==> run_1/layers.png <==
Scale: 4 px per µm.
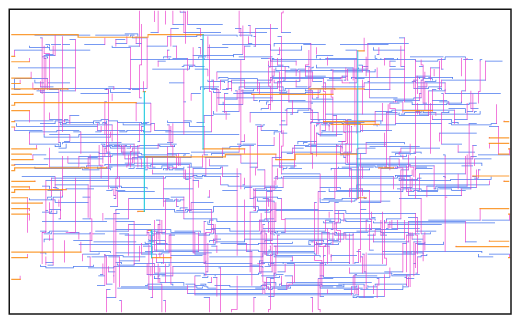
==> run_1/port_trees.png <==
Scale: 4 px per µm.
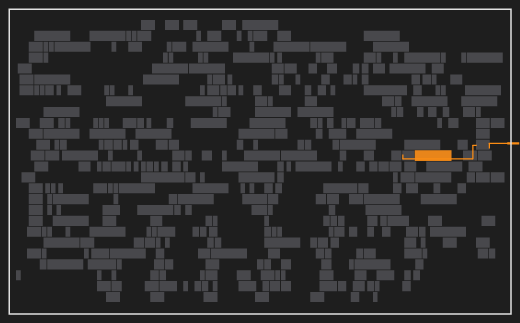
==> run_1/ff_map.png <==
Scale: 3 px per µm. Other sequential cells in the stronger gray, the rest of the logic in the fainter gray.
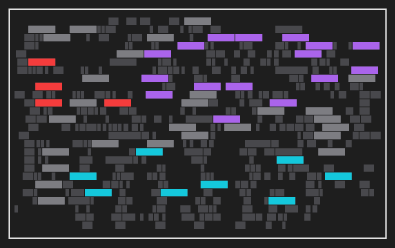
==> run_1/pinout.png <==
Scale: 3 px per µm. Pins as bars across the die edge, other pins in gray.
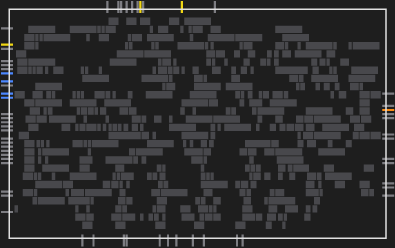
==> config.mk <==
export PLATFORM = sky130hd
export DESIGN_NAME = datapath_sequencer
export DESIGN_NICKNAME = d
export VERILOG_FILES = /design/src/rtl/datapath_sequencer_pkg.sv /design/src/rtl/datapath_sequencer_decode.sv /design/src/rtl/datapath_sequencer.sv
export SDC_FILE = /design/constraint.sdc
export NUM_CORES = 1
export LEC_CHECK = 0
export CAP_MARGIN = 20
export CELL_PAD_IN_SITES_DETAIL_PLACEMENT = 0
export CELL_PAD_IN_SITES_GLOBAL_PLACEMENT = 2
export CORE_ASPECT_RATIO = 0.6
export CORE_UTILIZATION = 34
export DETAILED_ROUTE_END_ITERATION = 7
export PLACE_DENSITY_LB_ADDON = 0.3
export SLEW_MARGIN = 10
export SYNTH_ARGS = -nofsm -noshare
export SYNTH_HDL_FRONTEND = slang
export SYNTH_SLANG_ARGS = --single-unit
==> constraint.sdc <==
create_clock -name clk -period 5.2 [get_ports clk]
set_input_delay 1.04 -clock clk [delete_from_list [all_inputs] [get_ports clk]]
set_output_delay 1.04 -clock clk [all_outputs]
set_load 0.02 [all_outputs]
==> results.toml, run 1 <==
# flow metrics
[synthesis]
adder_share = 0.0429
netlist.area_leader.share = 0.446
synth.area.top_cells = "dfrtp_1 (45%), nand2_1 (8.1%), nor2_1 (4.1%), ha_1 (3.6%), nand3_1 (3.4%)"
xor_area_frac = 0.0482
synth_cell_types = 55
synth-warning-count = 0
ys_ff = 55
synth-edff-count = 0
synthMuxAreaShare = 0.00648

[run]
warning_count = 26
cap_violations = 0

[setup_path]
required_ps = 4160
cp_common_cell = "clkdlybuf4s50_1"
crit_cells = 3
critical-path-top-delay-family = "buffers and inverters"
worst_ep_arrival_time_ps = 2270
slowest_stage = "clkdlybuf4s50_1"

[timing]
finalHoldViolCount = 0
skew_ps = 3.24
max_freq_mhz = 302
relSlewSlack = 0.337
setup_tns_ps = 0
finalMaxSlewViolations = 0
finalCritPeriodShare = 0.637
fin_hold_ws_ps = 478

[drt]
via_per_inst = 5.11
drt_iter0_drc = 160
drc = 0

[finish]
largest_reg_flops = 16
fill_cells = 878
drive_above_1_share = 0.0451
fin_cells = 511
area_growth_pct = 26.9

[floorplanning]
dieArea_mm2 = 0.00948
initCoreUtil = 0.357
core.rowCount = 26

[pwr]
vdd.ir_drop.worst_v = 0.000179
p_leak_nw = 1.70
powerDensity_mw_per_mm2 = 546

[clock_network]
postCtsSetupBuffers = 0
cts_tree = "done"
cts-resized-gates = 0

[global_route]
gr-total-overflow = 0
grt_max_degree = 56

[placed_design]
finalWeightedCongestion = 0.728
placement.cell_area_mm2 = 0.00373

[hold_path]
min_path_type = "flip-flop to flip-flop"
whs_path_depth = 2

[outcome]
status = "finished clean"
-- layers.png (at the start) --
blue -> M1  # wire length 4460 µm
magenta -> M2  # wire length 2730 µm
cyan -> M4  # wire length 102 µm
orange -> M3  # wire length 423 µm
wire length per cell: 15.1 µm
vias after detailed routing: 2613
final wirelength: 7.71 mm
gr usage total: 0.178

-- port_trees.png (at the start) --
orange -> MW  # bits 1, direction output, edge east, end cells 1, buffers 1, wire 28.8 µm
I/O Buffers: 57
Ports: 59

-- ff_map.png (at the start) --
cyan -> pc  # placed flops 8
red -> FS  # placed flops 4
purple -> wait_q  # placed flops 16
Seq/total area: 0.351
Final Util: 0.453
sequential group power: 0.000736 W
Reg area: 0.00138 mm²

-- pinout.png (at the start) --
orange -> MW  # pins 1, direction output, edge east
blue -> FS  # pins 4, direction output, edge west
yellow -> AA  # pins 3, direction output, edge 2 north, 1 west
all pins by edge = 26 west, 12 east, 11 south, 10 north
die height: 75.8 µm
Die W: 125 µm

==> run 1: area by class of cell <==
type / count / share of cell area
Clock buffer: 5 / 0.0319
Clock inverter: 3 / 0.0172
Inverter: 7 / 0.00670
Multi-Input combinational cell: 269 / 0.407
Sequential cell: 55 / 0.351
Tap cell: 112 / 0.0357
Timing Repair Buffer: 60 / 0.150
==> run 1: layout by cell type, fill, tap and decap left out, types with 4 or more instances in the layout <==
| cell | n |
|---|---|
| xor2_1 | 5 |
| nor3_1 | 10 |
| xnor2_1 | 12 |
| a31oi_1 | 5 |
| nor2b_1 | 7 |
| o21ai_0 | 16 |
| nand4_1 | 5 |
| nand3_1 | 21 |
| clkbuf_16 | 5 |
| and3_1 | 4 |
| dfrtp_1 | 55 |
| a21oi_1 | 11 |
| nor4_1 | 5 |
| o31ai_1 | 5 |
| clkdlybuf4s50_1 | 56 |
| nand2_1 | 67 |
| inv_1 | 7 |
| ha_1 | 9 |
| nor2_1 | 34 |
==> run 1: report_power, final <==
group | internal [W] | switching (W) | total [W]
Clock | 0.000276 | 0.000162 | 0.000438
Combinational | 0.000445 | 0.000523 | 0.000968
Sequential | 0.000561 | 0.000176 | 0.000736
Total | 0.00128 | 0.000861 | 0.00214
==> run 1: per-stage QoR <==
step | util | total power [W] | setup slack [ps]
6_report | 0.453 | 0.00214 | 1890
5_1_grt | 0.453 | 0.00233 | 1860
4_1_cts | 0.453 | 0.00217 | 1880
3_5_place_dp | 0.431 | 0.00172 | 1880
3_3_place_gp | 0.431 | 0.00170 | 1900
2_1_floorplan | - | 0.00134 | 2700
==> run 1: routing by layer <==
layer  routed length [µm]  track usage
met3                  423       0.0449
met2                 2730        0.233
met5                    0            0
met4                  102       0.0569
met1                 4460        0.276
==> run_1/congestion_map.png <==
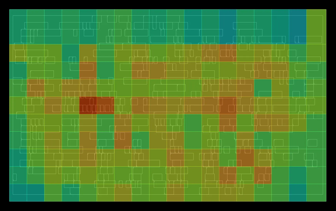

==> run 2, diff against run 1 <==
--- a/config.mk
+++ b/config.mk
@@ -9,7 +9,7 @@
 export CELL_PAD_IN_SITES_DETAIL_PLACEMENT = 0
 export CELL_PAD_IN_SITES_GLOBAL_PLACEMENT = 2
 export CORE_ASPECT_RATIO = 0.6
-export CORE_UTILIZATION = 34
+export CORE_UTILIZATION = 31
 export DETAILED_ROUTE_END_ITERATION = 7
 export PLACE_DENSITY_LB_ADDON = 0.3
 export SLEW_MARGIN = 10
==> constraint.sdc (replaced) <==
create_clock -name clk -period 3.3 [get_ports clk]
set_input_delay 0.66 -clock clk [delete_from_list [all_inputs] [get_ports clk]]
set_output_delay 0.66 -clock clk [all_outputs]
set_load 0.02 [all_outputs]
==> run_2/congestion_map.png <==
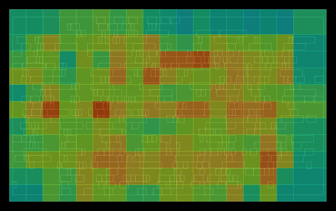
Final Util: 0.421
GR Layer Usage met1: 0.295
GRT busiest layer: met1

==> run_2/layers.png <==
Scale: 4 px per µm.
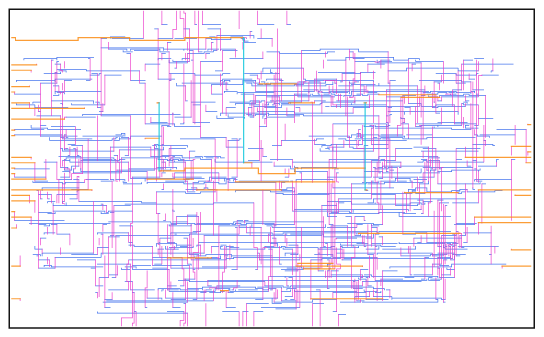
orange -> M3  # wire length 516 µm
magenta -> M2  # wire length 2990 µm
cyan -> M4  # wire length 70.0 µm
blue -> M1  # wire length 4700 µm
final wirelength: 8.27 mm
gr usage total: 0.175
wire length per cell: 15.6 µm
vias after detailed routing: 2699

==> run 2 against run 1 <==
Net effect: setup slack got worse by 1300 ps; total power rose by 59%; first-iteration DRC count fell by 22%; critical path depth did not move; routed wire length rose by 7.3%; design area rose by 1.1%.
==> results.toml, run 2 <==
# flow metrics
[outcome]
status = "finished clean"

[hold_path]
whs_path_depth = 2
min_path_type = "flip-flop to flip-flop"

[synthesis]
netlist.area_leader.share = 0.446
synth.area.top_cells = "dfrtp_1 (45%), nand2_1 (8.1%), nor2_1 (4.1%), ha_1 (3.6%), nand3_1 (3.4%)"
ys_ff = 55
synth_cell_types = 55
synth-edff-count = 0

[finish]
drive_above_1_share = 0.0522
final_cell_mix = "nand2_1 (67), clkdlybuf4s50_1 (56), dfrtp_1 (55)"
area_growth_pct = 28.4
largest_reg_flops = 16
fill_cells = 921
layout_top_cell = "nand2_1"

[setup_path]
worst_ep_arrival_time_ps = 2050
required_ps = 2640

[floorplanning]
dieHeight_um = 79.3
initCoreUtil = 0.328
io_pins = 59
dieArea_mm2 = 0.0104
core.rowCount = 27

[timing]
setup_tns_ps = 0
skew_ps = 7.34
relSlewSlack = 0.375
fin_hold_ws_ps = 477
finalHoldViolCount = 0
finalCritPeriodShare = 0.821

[run]
cap_violations = 0
warning_count = 26

[global_route]
grt_max_degree = 40
gr-total-overflow = 0

[pwr]
powerDensity_mw_per_mm2 = 860
p_leak_nw = 1.72
power_w = 0.00341

[placed_design]
io_buffers = 57
placement.cell_area_mm2 = 0.00377
finalWeightedCongestion = 0.738

[clock_network]
postCtsSetupBuffers = 0
cts-resized-gates = 0
cts_tree = "done"

[drt]
drc = 0
==> run_2/port_trees.png <==
Scale: 4 px per µm.
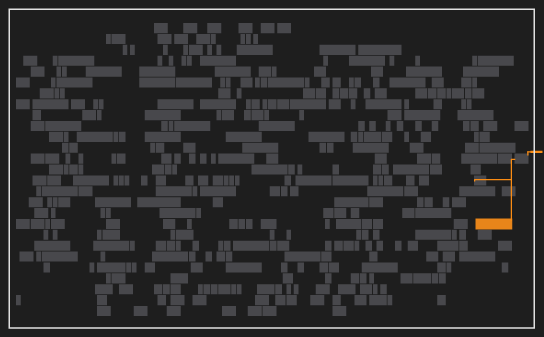
orange -> MW  # bits 1, direction output, edge east, end cells 1, buffers 1, wire 27.3 µm

-- run 2: where the power goes --
| group | leakage, nW | switching, W | total, W | internal [W] |
|---|---|---|---|---|
| logic | 0.919 | 0.000862 | 0.00158 | 0.000714 |
| clock network | 0.0900 | 0.000256 | 0.000691 | 0.000435 |
| registers | 0.710 | 0.000260 | 0.00114 | 0.000884 |
| total | 1.72 | 0.00138 | 0.00341 | 0.00203 |
-- run 2: cell type report --
class	count	area (µm²)	area share
multi-input combinational	269	1600	0.403
sequential	55	1380	0.347
timing repair buffer	63	611	0.154
tap	130	163	0.0410
clock buffer	5	125	0.0315
clock inverter	3	67.6	0.0170
inverter	7	26.3	0.00662
-- run 2: worst max-delay path: stages, from the launching register on --
cell and delay [ps]:
dfrtp_1 630, nor2b_1 280, a41o_1 230, clkdlybuf4s50_1 610
-- run 2: through the flow --
step | utilization | std cells | worst slack [ps]
after floorplan | - | 352 | 1180
after global placement | 0.400 | 524 | 652
after detailed placement | 0.400 | 524 | 650
after CTS | 0.421 | 532 | 587
after global routing | 0.421 | 532 | 458
final | 0.421 | 532 | 591
-- run 2: metal layers --
metal	vias to the layer above	share of wire	track usage
li1	1333	-	-
met1	1288	0.57	0.295
met2	70	0.36	0.207
met3	8	0.062	0.0398
met4	0	0.0085	0.0414
met5	-	0	0
-- run 2: cells by family (layout without fill, tap and decap cells) --
group                      count (synthesis)  after routing  share of synthesized area
other                                      1              1                    0.00121
DFF                                       55             55                      0.446
and+or+nand+nor                          178            178                      0.281
AOI/OAI and AO/OA                         61             61                      0.135
muxes                                      2              2                    0.00648
buffers and inverters                     28             78                     0.0401
xor gates and xnor gates                  17             17                     0.0482
adders and majority gates                 10             10                     0.0429
Power is estimated from default activity; no workload was simulated.
